run_1/class_map.png
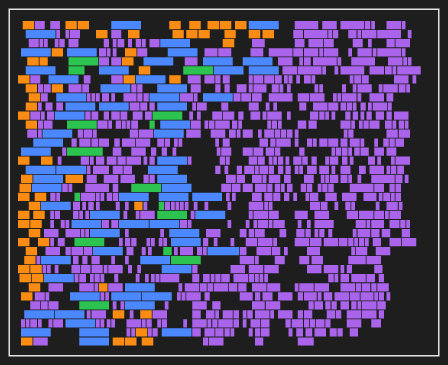
run_1/sizing.png
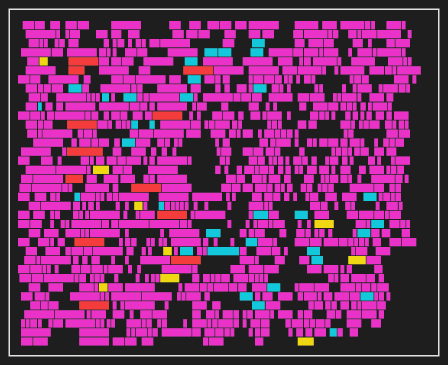
run_1/congestion_map.png
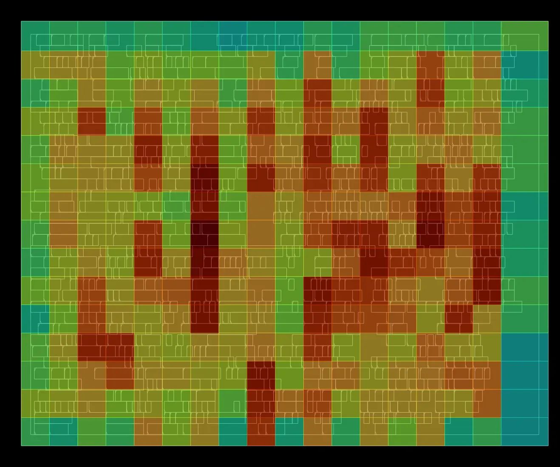
**src/rtl/alu_pkg.sv**
```systemverilog
// Shared types for the mode-selected ALU pipeline.
//   alu_mode_e  : operation select carried through the pipeline
//   alu_cat_e   : magnitude class of the result
//   decode_mode : folds the raw 3-bit mode onto the enum (110/111 alias XOR)
package alu_pkg;

    typedef enum logic [2:0] {
        MODE_XOR    = 3'b000,
        MODE_ADDSUB = 3'b001,
        MODE_SUB    = 3'b010,
        MODE_MULDIV = 3'b011,
        MODE_MAX    = 3'b100,
        MODE_MIN    = 3'b101
    } alu_mode_e;

    typedef enum logic [1:0] {
        CAT_LOW  = 2'd0,
        CAT_MID  = 2'd1,
        CAT_HIGH = 2'd2,
        CAT_TOP  = 2'd3
    } alu_cat_e;

    function automatic alu_mode_e decode_mode(input logic [2:0] raw);
        alu_mode_e m;
        case (raw)
            3'b000:  m = MODE_XOR;
            3'b001:  m = MODE_ADDSUB;
            3'b010:  m = MODE_SUB;
            3'b011:  m = MODE_MULDIV;
            3'b100:  m = MODE_MAX;
            3'b101:  m = MODE_MIN;
            default: m = MODE_XOR;
        endcase
        return m;
    endfunction

endpackage

```
**src/rtl/mode_alu_pipe_if.sv**
```systemverilog
// Operand/result bundle for mode_alu_pipe.
//   master : operand source + result consumer (drives in_valid/a/b/mode/out_ready)
//   slave  : the pipeline (drives in_ready and all result signals)
interface mode_alu_pipe_if #(
    parameter int WIDTH   = 8,
    parameter int COUNT_W = 16
);
    logic               in_valid;
    logic               in_ready;
    logic [WIDTH-1:0]   a;
    logic [WIDTH-1:0]   b;
    logic [2:0]         mode;
    logic               out_valid;
    logic               out_ready;
    logic [WIDTH-1:0]   res;
    logic [WIDTH:0]     diff;
    logic [1:0]         category;
    logic               div_zero;
    logic [COUNT_W-1:0] op_count;

    modport master (
        output in_valid, a, b, mode, out_ready,
        input  in_ready, out_valid, res, diff, category, div_zero, op_count
    );

    modport slave (
        input  in_valid, a, b, mode, out_ready,
        output in_ready, out_valid, res, diff, category, div_zero, op_count
    );
endinterface

```
**src/rtl/mode_alu_core.sv**
```systemverilog
// Combinational mode ALU. Works from operands already staged in S1, so the
// compares and the zero-safe divisor arrive precomputed.
//   a, b     : operands
//   div_b    : divisor with 0 replaced by 1
//   mode     : decoded operation
//   a_lt_b / a_gt_b / b_zero : staged compare results
//   res      : mode result (mod 2^WIDTH)
//   div_zero : divide path taken with b == 0
module mode_alu_core
    import alu_pkg::*;
#(
    parameter int WIDTH = 8
) (
    input  logic [WIDTH-1:0] a,
    input  logic [WIDTH-1:0] b,
    input  logic [WIDTH-1:0] div_b,
    input  alu_mode_e        mode,
    input  logic             a_lt_b,
    input  logic             a_gt_b,
    input  logic             b_zero,
    output logic [WIDTH-1:0] res,
    output logic             div_zero
);

    // Result mux over the operation modes.
    always_comb begin
        res      = a ^ b;
        div_zero = 1'b0;
        case (mode)
            MODE_XOR: begin
                res = a ^ b;
            end
            MODE_ADDSUB: begin
                if (a_gt_b) begin
                    res = a + b;
                end else begin
                    res = a - b;
                end
            end
            MODE_SUB: begin
                res = a - b;
            end
            MODE_MULDIV: begin
                if (a_lt_b) begin
                    res = a * b;                 // low WIDTH bits of the product
                end else begin
                    res      = a / div_b;
                    div_zero = b_zero;           // a >= b holds trivially when b == 0
                end
            end
            MODE_MAX: begin
                if (a_gt_b) begin
                    res = a;
                end else if (a_lt_b) begin
                    res = b;
                end else begin
                    res = a + b;                 // equal operands
                end
            end
            MODE_MIN: begin
                if (a_lt_b) begin
                    res = a;
                end else begin
                    res = b;
                end
            end
            default: begin
                res = a ^ b;
            end
        endcase
    end

endmodule

```
**src/rtl/mode_alu_pipe.sv**
```systemverilog
// Two-stage pipelined mode ALU with valid/ready on both sides.
//   clk, rst : rising-edge clock, asynchronous active-high reset
//   bus      : mode_alu_pipe_if.slave (operands in, results out, op_count)
// S1 stages operands, decoded mode, compares and the zero-safe divisor.
// S2 holds res/diff/category/div_zero and drives the outputs directly.
module mode_alu_pipe
    import alu_pkg::*;
#(
    parameter int WIDTH   = 8,
    parameter int COUNT_W = 16,
    parameter int T0      = 10,
    parameter int T1      = 50,
    parameter int T2      = 100
) (
    input logic            clk,
    input logic            rst,
    mode_alu_pipe_if.slave bus
);

    localparam logic [WIDTH-1:0] T0_C  = WIDTH'(T0);
    localparam logic [WIDTH-1:0] T1_C  = WIDTH'(T1);
    localparam logic [WIDTH-1:0] T2_C  = WIDTH'(T2);
    localparam logic [WIDTH-1:0] ONE_C = {{(WIDTH-1){1'b0}}, 1'b1};

    logic               s1_valid_r, s2_valid_r;
    logic [WIDTH-1:0]   s1_a_r, s1_b_r, s1_div_b_r;
    alu_mode_e          s1_mode_r;
    logic               s1_lt_r, s1_gt_r, s1_bz_r;
    logic [WIDTH-1:0]   res_r;
    logic [WIDTH:0]     diff_r;
    alu_cat_e           cat_r;
    logic               dz_r;
    logic [COUNT_W-1:0] op_count_r;

    logic               s2_load_s, in_ready_s, accept_s;
    logic [WIDTH-1:0]   core_res_s;
    logic               core_dz_s;
    logic [WIDTH:0]     diff_s;
    alu_cat_e           cat_s;

    // in_ready depends only on stage valids and out_ready, never on in_valid.
    assign s2_load_s  = !s2_valid_r || bus.out_ready;
    assign in_ready_s = !s1_valid_r || s2_load_s;
    assign accept_s   = bus.in_valid && in_ready_s;

    mode_alu_core #(.WIDTH(WIDTH)) u_core (
        .a        (s1_a_r),
        .b        (s1_b_r),
        .div_b    (s1_div_b_r),
        .mode     (s1_mode_r),
        .a_lt_b   (s1_lt_r),
        .a_gt_b   (s1_gt_r),
        .b_zero   (s1_bz_r),
        .res      (core_res_s),
        .div_zero (core_dz_s)
    );

    assign diff_s = {1'b0, s1_a_r} - {1'b0, s1_b_r};

    // Magnitude class of the result against the three thresholds.
    always_comb begin
        if (core_res_s < T0_C) begin
            cat_s = CAT_LOW;
        end else if (core_res_s < T1_C) begin
            cat_s = CAT_MID;
        end else if (core_res_s < T2_C) begin
            cat_s = CAT_HIGH;
        end else begin
            cat_s = CAT_TOP;
        end
    end

    // Stage 1: capture an accepted beat with its decode and compares.
    always_ff @(posedge clk or posedge rst) begin
        if (rst) begin
            s1_valid_r <= 1'b0;
            s1_a_r     <= '0;
            s1_b_r     <= '0;
            s1_div_b_r <= ONE_C;
            s1_mode_r  <= MODE_XOR;
            s1_lt_r    <= 1'b0;
            s1_gt_r    <= 1'b0;
            s1_bz_r    <= 1'b0;
        end else if (in_ready_s) begin
            s1_valid_r <= bus.in_valid;
            if (bus.in_valid) begin
                s1_a_r     <= bus.a;
                s1_b_r     <= bus.b;
                s1_div_b_r <= (bus.b == '0) ? ONE_C : bus.b;
                s1_mode_r  <= decode_mode(bus.mode);
                s1_lt_r    <= (bus.a < bus.b);
                s1_gt_r    <= (bus.a > bus.b);
                s1_bz_r    <= (bus.b == '0);
            end
        end
    end

    // Stage 2: result registers; frozen while the consumer stalls.
    always_ff @(posedge clk or posedge rst) begin
        if (rst) begin
            s2_valid_r <= 1'b0;
            res_r      <= '0;
            diff_r     <= '0;
            cat_r      <= CAT_LOW;
            dz_r       <= 1'b0;
        end else if (s2_load_s) begin
            s2_valid_r <= s1_valid_r;
            if (s1_valid_r) begin
                res_r  <= core_res_s;
                diff_r <= diff_s;
                cat_r  <= cat_s;
                dz_r   <= core_dz_s;
            end
        end
    end

    // Accepted-beat counter, wraps naturally.
    always_ff @(posedge clk or posedge rst) begin
        if (rst) begin
            op_count_r <= '0;
        end else if (accept_s) begin
            op_count_r <= op_count_r + {{(COUNT_W-1){1'b0}}, 1'b1};
        end
    end

    assign bus.in_ready  = in_ready_s;
    assign bus.out_valid = s2_valid_r;
    assign bus.res       = res_r;
    assign bus.diff      = diff_r;
    assign bus.category  = cat_r;
    assign bus.div_zero  = dz_r;
    assign bus.op_count  = op_count_r;

endmodule
```
**src/flat_wrapper.sv**
```systemverilog
// flat-port wrapper written by rule: the top's interface ports become plain ports
module mode_alu_pipe_flat import alu_pkg::*;
#(
    parameter int WIDTH   = 8,
    parameter int COUNT_W = 16,
    parameter int T0      = 10,
    parameter int T1      = 50,
    parameter int T2      = 100
)
  (clk, rst, bus_in_valid, bus_a, bus_b, bus_mode, bus_out_ready, bus_in_ready, bus_out_valid, bus_res, bus_diff, bus_category, bus_div_zero, bus_op_count);
  mode_alu_pipe_if #(.WIDTH(WIDTH), .COUNT_W(COUNT_W)) bus_i ();
  input logic clk;
  input logic rst;
  input wire logic [$bits(bus_i.in_valid)-1:0] bus_in_valid;
  input wire logic [$bits(bus_i.a)-1:0] bus_a;
  input wire logic [$bits(bus_i.b)-1:0] bus_b;
  input wire logic [$bits(bus_i.mode)-1:0] bus_mode;
  input wire logic [$bits(bus_i.out_ready)-1:0] bus_out_ready;
  output wire logic [$bits(bus_i.in_ready)-1:0] bus_in_ready;
  output wire logic [$bits(bus_i.out_valid)-1:0] bus_out_valid;
  output wire logic [$bits(bus_i.res)-1:0] bus_res;
  output wire logic [$bits(bus_i.diff)-1:0] bus_diff;
  output wire logic [$bits(bus_i.category)-1:0] bus_category;
  output wire logic [$bits(bus_i.div_zero)-1:0] bus_div_zero;
  output wire logic [$bits(bus_i.op_count)-1:0] bus_op_count;
  assign bus_i.in_valid = bus_in_valid;
  assign bus_i.a = bus_a;
  assign bus_i.b = bus_b;
  assign bus_i.mode = bus_mode;
  assign bus_i.out_ready = bus_out_ready;
  assign bus_in_ready = bus_i.in_ready;
  assign bus_out_valid = bus_i.out_valid;
  assign bus_res = bus_i.res;
  assign bus_diff = bus_i.diff;
  assign bus_category = bus_i.category;
  assign bus_div_zero = bus_i.div_zero;
  assign bus_op_count = bus_i.op_count;
  mode_alu_pipe #(.WIDTH(WIDTH), .COUNT_W(COUNT_W), .T0(T0), .T1(T1), .T2(T2)) u_core (.clk(clk), .rst(rst), .bus(bus_i));
endmodule
```
**config.mk**
```make
export PLATFORM = sky130hd
export DESIGN_NAME = mode_alu_pipe_flat
export DESIGN_NICKNAME = d
export VERILOG_FILES = /design/src/rtl/alu_pkg.sv /design/src/rtl/mode_alu_pipe_if.sv /design/src/rtl/mode_alu_core.sv /design/src/rtl/mode_alu_pipe.sv /design/src/flat_wrapper.sv
export SDC_FILE = /design/constraint.sdc
export NUM_CORES = 1
export LEC_CHECK = 0
export CAP_MARGIN = 30
export CORE_ASPECT_RATIO = 0.8
export CORE_MARGIN = 2
export CORE_UTILIZATION = 56
export DETAILED_ROUTE_END_ITERATION = 16
export HOLD_SLACK_MARGIN = 0.1
export PLACE_DENSITY_LB_ADDON = 0.12
export SLEW_MARGIN = 20
export SYNTH_ARGS = -nofsm -noshare
export SYNTH_HDL_FRONTEND = slang
export SYNTH_HIERARCHICAL = 1
export SYNTH_SLANG_ARGS = --single-unit
```
**constraint.sdc**
```tcl
create_clock -name clk -period 18.17 [get_ports clk]
set_input_delay 2.7255 -clock clk [delete_from_list [all_inputs] [get_ports clk]]
set_output_delay 2.7255 -clock clk [all_outputs]
set_load 0.05 [all_outputs]
```
==> results.toml, run 1 <==
# physical design summary
[power_and_ir_drop]
p_comb_mw = 0.656
power_frac_comb = 0.620
seq_power_mw = 0.234
pg_clk_mw = 0.169
sw_frac_of_total = 0.470
leakage_nw = 3.74
p_int_mw = 0.562
power.share.clock = 0.160

[final_timing]
hold_viol = 0
rsz0062_at_grt = "no"
skew_ns = 0.00353
period_used_share = 0.641
maxSlewViolCount = 0

[worst_setup_path]
slowest_stage = "o21ai_1"
cp_top_family = "AND-OR/OR-AND gates"
max_stage_delay_ns = 0.63
startpoint_type = "flop"
required_ns = 18.38
worst_setup_path_startpoint = "u_core/s1_div_b_r[0]$_DFFE_PP1P_"

[job]
warnings = 35

[floorplanning]
dieArea_sq_mm = 0.0134
core_sq_mm = 0.0122
num_rows = 36
die_h_microns = 104

[synthesis]
top_area_cell = "dfrtp_1"
flop_cell = "dfrtp_1"
synth_cells = 846
simple_gate_share = 0.195
syn_area_sq_mm = 0.00698
mux_share = 0.0472
top_cells_by_area = "dfrtp_1 24%, ha_1 15%, nand2_1 6.3%"
synth_seq_share = 0.244
fa_ha_area_frac = 0.197
ys_chip_area_sq_mm = 0.00698
ys_types = 77

[worst_hold_path]
min_to = "u_core/bus.op_count[15]$_DFFE_PP0P_"
min_path_cells = 1

[clocking]
cts_resized = 0
clkSinkCount = 68
clk-insertion-delay-late_ns = 0.32

[global_route]
antenna_found_initial = 0
grt_usage = 0.305
overflow = 0

[cells_and_area]
drive_gt1_frac = 0.0603
nNetsFinal = 1016

[detailed_routing]
routed_via_density = 6.32
wl_microns = 20000
vias = 6627
first_iter_violations = 701

[placement]
io_buffers = 60

[status]
status = "finished clean"
Back to the opening pictures, class_map.png:
| color | class | cells | share of their area |
|---|---|---|---|
| orange | remaining buffers and delay cells | 64 | 8.2% |
| green | clock drivers and dummy loads | 15 | 3.7% |
| blue | sequential cells | 68 | 22% |
| purple | remaining logic cells | 749 | 66% |

Back to the opening pictures, sizing.png:
| color | size | cells | share | most used |
|---|---|---|---|---|
| red | x6 and larger | 12 | 1.3% | clkbuf_16 |
| magenta | x1 and smaller | 842 | 94% | nand2_1 |
| yellow | x3 and x4 | 9 | 1.0% | buf_4 |
| cyan | x2 | 33 | 3.7% | mux2_2 |
Non-clk bufs: 64
Area Overhead vs Synth: 14.2%
final worst setup slack: 6.52 ns
Finished Cell Area: 0.00797 sq mm

Back to the opening pictures, congestion_map.png:
GR Util met2: 0.494
GR Util met1: 0.414
routed len/inst: 19.0 microns
busiest grt layer: met2

-- run 1: placed cells by master, fill, tap and decap left out, drive strengths merged, types with 13 or more instances in the layout --
master / count
xor2: 14
xnor2: 37
nor3: 23
nand3: 13
fa: 15
mux2: 20
o21ai: 60
nand2: 117
dfrtp: 67
ha: 86
nor2: 57
clkdlybuf4s50: 60
a21o: 14
o21a: 21
and2: 15
a21oi: 42
inv: 84
-- run 1: stage by stage --
stage	instance area (sq um)	cells	power (mW)	worst slack, ns	hold slack (ns)
CTS	7970	1048	1.05	6.63	0.471
global placement	7660	1032	0.854	7.26	0.457
finish	7970	1048	1.06	6.52	0.470
global route	7970	1048	1.13	5.84	0.479
floorplan	6980	846	0.700	8.02	0.438
detailed placement	7680	1033	0.876	6.68	0.464
-- run 1: routing by layer --
| metal | track usage | part of all wire | up-vias |
|---|---|---|---|
| met1 | 0.414 | 0.43 | 3200 |
| met4 | 0.112 | 0.026 | 0 |
| met2 | 0.494 | 0.47 | 324 |
| met5 | 0 | 0 | - |
| met3 | 0.0475 | 0.074 | 56 |
| li1 | - | - | 3047 |
-- run 1: area by class of cell --
type                            instances  area share
Multi-Input combinational cell        665       0.606
Sequential cell                        68       0.214
Timing Repair Buffer                   64      0.0801
Inverter                               84      0.0396
Clock buffer                           10      0.0300
Tap cell                              152      0.0239
Clock inverter                          5     0.00659
-- run 1: state kept, by name, summed over array words and instances, names as in the netlist --
signal                count
u_core/bus.category       2
u_core/bus.diff           9
u_core/bus.div_zero       1
u_core/bus.op_count      16
u_core/bus.out_valid      1
u_core/bus.res            8
u_core/s1_a_r             8
u_core/s1_b_r             8
u_core/s1_bz_r            1
u_core/s1_div_b_r         8
u_core/s1_gt_r            1
u_core/s1_lt_r            1
u_core/s1_mode_r          3
u_core/s1_valid_r         1
==> run 2: changes to the inputs <==
==> constraint.sdc (replaced) <==
create_clock -name clk -period 11.7 [get_ports clk]
set_input_delay 1.755 -clock clk [delete_from_list [all_inputs] [get_ports clk]]
set_output_delay 1.755 -clock clk [all_outputs]
set_load 0.05 [all_outputs]
run_2/sizing.png
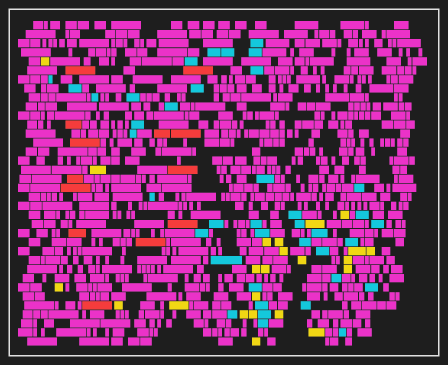
| color | size | cells | share | most used |
|---|---|---|---|---|
| yellow | x3 and x4 | 23 | 2.5% | buf_4 |
| cyan | x2 | 39 | 4.3% | mux2_2 |
| magenta | x1 and smaller | 836 | 92% | nand2_1 |
| red | x6 and larger | 13 | 1.4% | clkbuf_16 |

==> results.toml, run 2 <==
# physical design summary
[status]
status = "finished clean"

[power_and_ir_drop]
seq_power_mw = 0.364
power_frac_comb = 0.631
power.share.clock = 0.152
p_int_mw = 0.889
finalPower_mw = 1.67
leakage_nw = 3.80
pg_clk_mw = 0.254
sw_frac_of_total = 0.468
p_comb_mw = 1.06
peakVddDrop_uv = 150

[final_timing]
hold_viol = 0
maxSlewViolCount = 0
skew_ns = 0.00257
period_used_share = 0.959

[worst_setup_path]
cp_top_family = "AND-OR/OR-AND gates"
reg2reg_to = "u_core/bus.res[0]$_DFFE_PP0P_"
slowest_stage = "dfstp_2"
worst_setup_path_startpoint = "u_core/s1_div_b_r[0]$_DFFE_PP1P_"
timing.rr.start = "u_core/s1_div_b_r[0]$_DFFE_PP1P_"
startpoint_type = "flop"
max_stage_delay_ns = 0.58
required_ns = 11.91

[synthesis]
ys_types = 77
syn_area_sq_mm = 0.00698
ys_cells = 846
fp_nets = 970
flop_cell = "dfrtp_1"
top_area_cell = "dfrtp_1"
ys_chip_area_sq_mm = 0.00698
synth_seq_share = 0.244
top_cells_by_count = "117 x nand2_1, 86 x ha_1, 84 x inv_1"
top_cells_by_area = "dfrtp_1 24%, ha_1 15%, nand2_1 6.3%"
synth_cells = 846
ys_warn_count = 6

[cells_and_area]
syn_to_final_growth_pct = 16.1
layout_top_cell = "nand2_1"
nNetsFinal = 1030
layout.cells.most_common_list = "117 x nand2_1, 86 x ha_1, 82 x inv_1"
largest_register_ffs = 16
drive_gt1_frac = 0.0823

[detailed_routing]
first_pass_iters = 6
first_iter_violations = 712
post_drt_wl_per_cell_microns = 19.1
vias = 6628
wl_microns = 20300
routed_via_density = 6.24

[global_route]
grt_usage = 0.307
antenna_found_initial = 0
grt_max_degree = 69
overflow = 0

[floorplanning]
die_h_microns = 104
core_sq_mm = 0.0122
num_rows = 36
fp_util = 0.574
dieArea_sq_mm = 0.0134

[worst_hold_path]
min_path_cells = 1
min_to = "u_core/bus.op_count[15]$_DFFE_PP0P_"

[clocking]
clk-insertion-delay-late_ns = 0.32
clk_path_buf_depth = 2
clkSinkCount = 68

[placement]
gp_congestion = 0.925
io_buffers = 60

[job]
maxCapViolCount = 0
warnings = 35
run_2/congestion_map.png
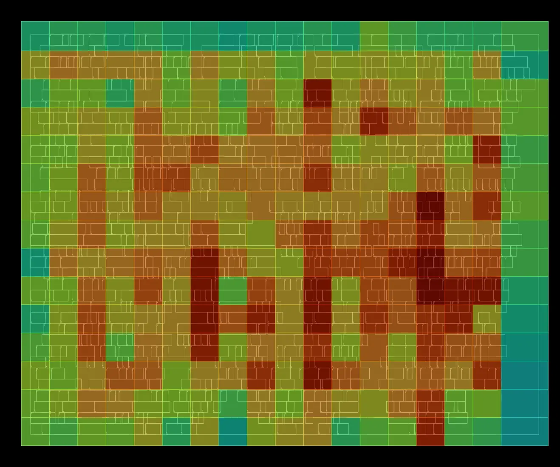
met3 usage: 0.0522
GR Util met2: 0.487
GR Util met1: 0.430
Final Util: 0.666

-- run 2: cell counts after synthesis --
Identical to the previous run, type by type.
-- run 2: logic make-up after synthesis --
group                      after synthesis  share of synthesized area
adders and majority gates              101                      0.197
AOI/OAI and AO/OA                      200                      0.189
and+or+nand+nor                        283                      0.195
buffers and inverters                  113                     0.0633
xor gates and xnor gates                51                     0.0640
DFF                                     68                      0.244
muxes                                   30                     0.0472
-- run 2: cell type report --
type | instances | area share
inverter | 84 | 0.0394
clock buffer | 15 | 0.0343
sequential | 68 | 0.210
multi-input combinational | 665 | 0.600
clock inverter | 1 | 0.000618
timing repair buffer | 78 | 0.0917
tap | 152 | 0.0235
-- run 2: stage by stage --
stage | hold WS (ns) | area [sq um] | worst slack, ns | TNS [ns] | cells
after floorplan | 0.438 | 6980 | 1.55 | 0 | 846
after global placement | 0.456 | 7670 | 1.13 | 0 | 1033
after detailed placement | 0.463 | 7690 | 0.486 | 0 | 1034
after CTS | 0.473 | 7970 | 0.449 | 0 | 1050
after global routing | 0.478 | 8100 | -0.211 | -0.211 | 1063
final | 0.477 | 8100 | 0.476 | 0 | 1063
-- run 2: what timing repair did --
| item | 4_1_cts | 5_1_grt |
|---|---|---|
| gates resized | 0 | 9 |
| setup endpoints to repair | 0 | 1 |
| buffers inserted | 0 | 13 |
| hold endpoints to repair | 0 | 0 |
-- run 2: metal layers --
| layer | vias to the layer above | global-route usage | share of wire |
|---|---|---|---|
| li1 | 3082 | - | - |
| met1 | 3185 | 0.430 | 0.44 |
| met2 | 315 | 0.487 | 0.46 |
| met3 | 46 | 0.0522 | 0.080 |
| met4 | 0 | 0.0901 | 0.021 |
| met5 | - | 0 | 0 |
No activity file was given, so power comes from the tool's default toggle rates.
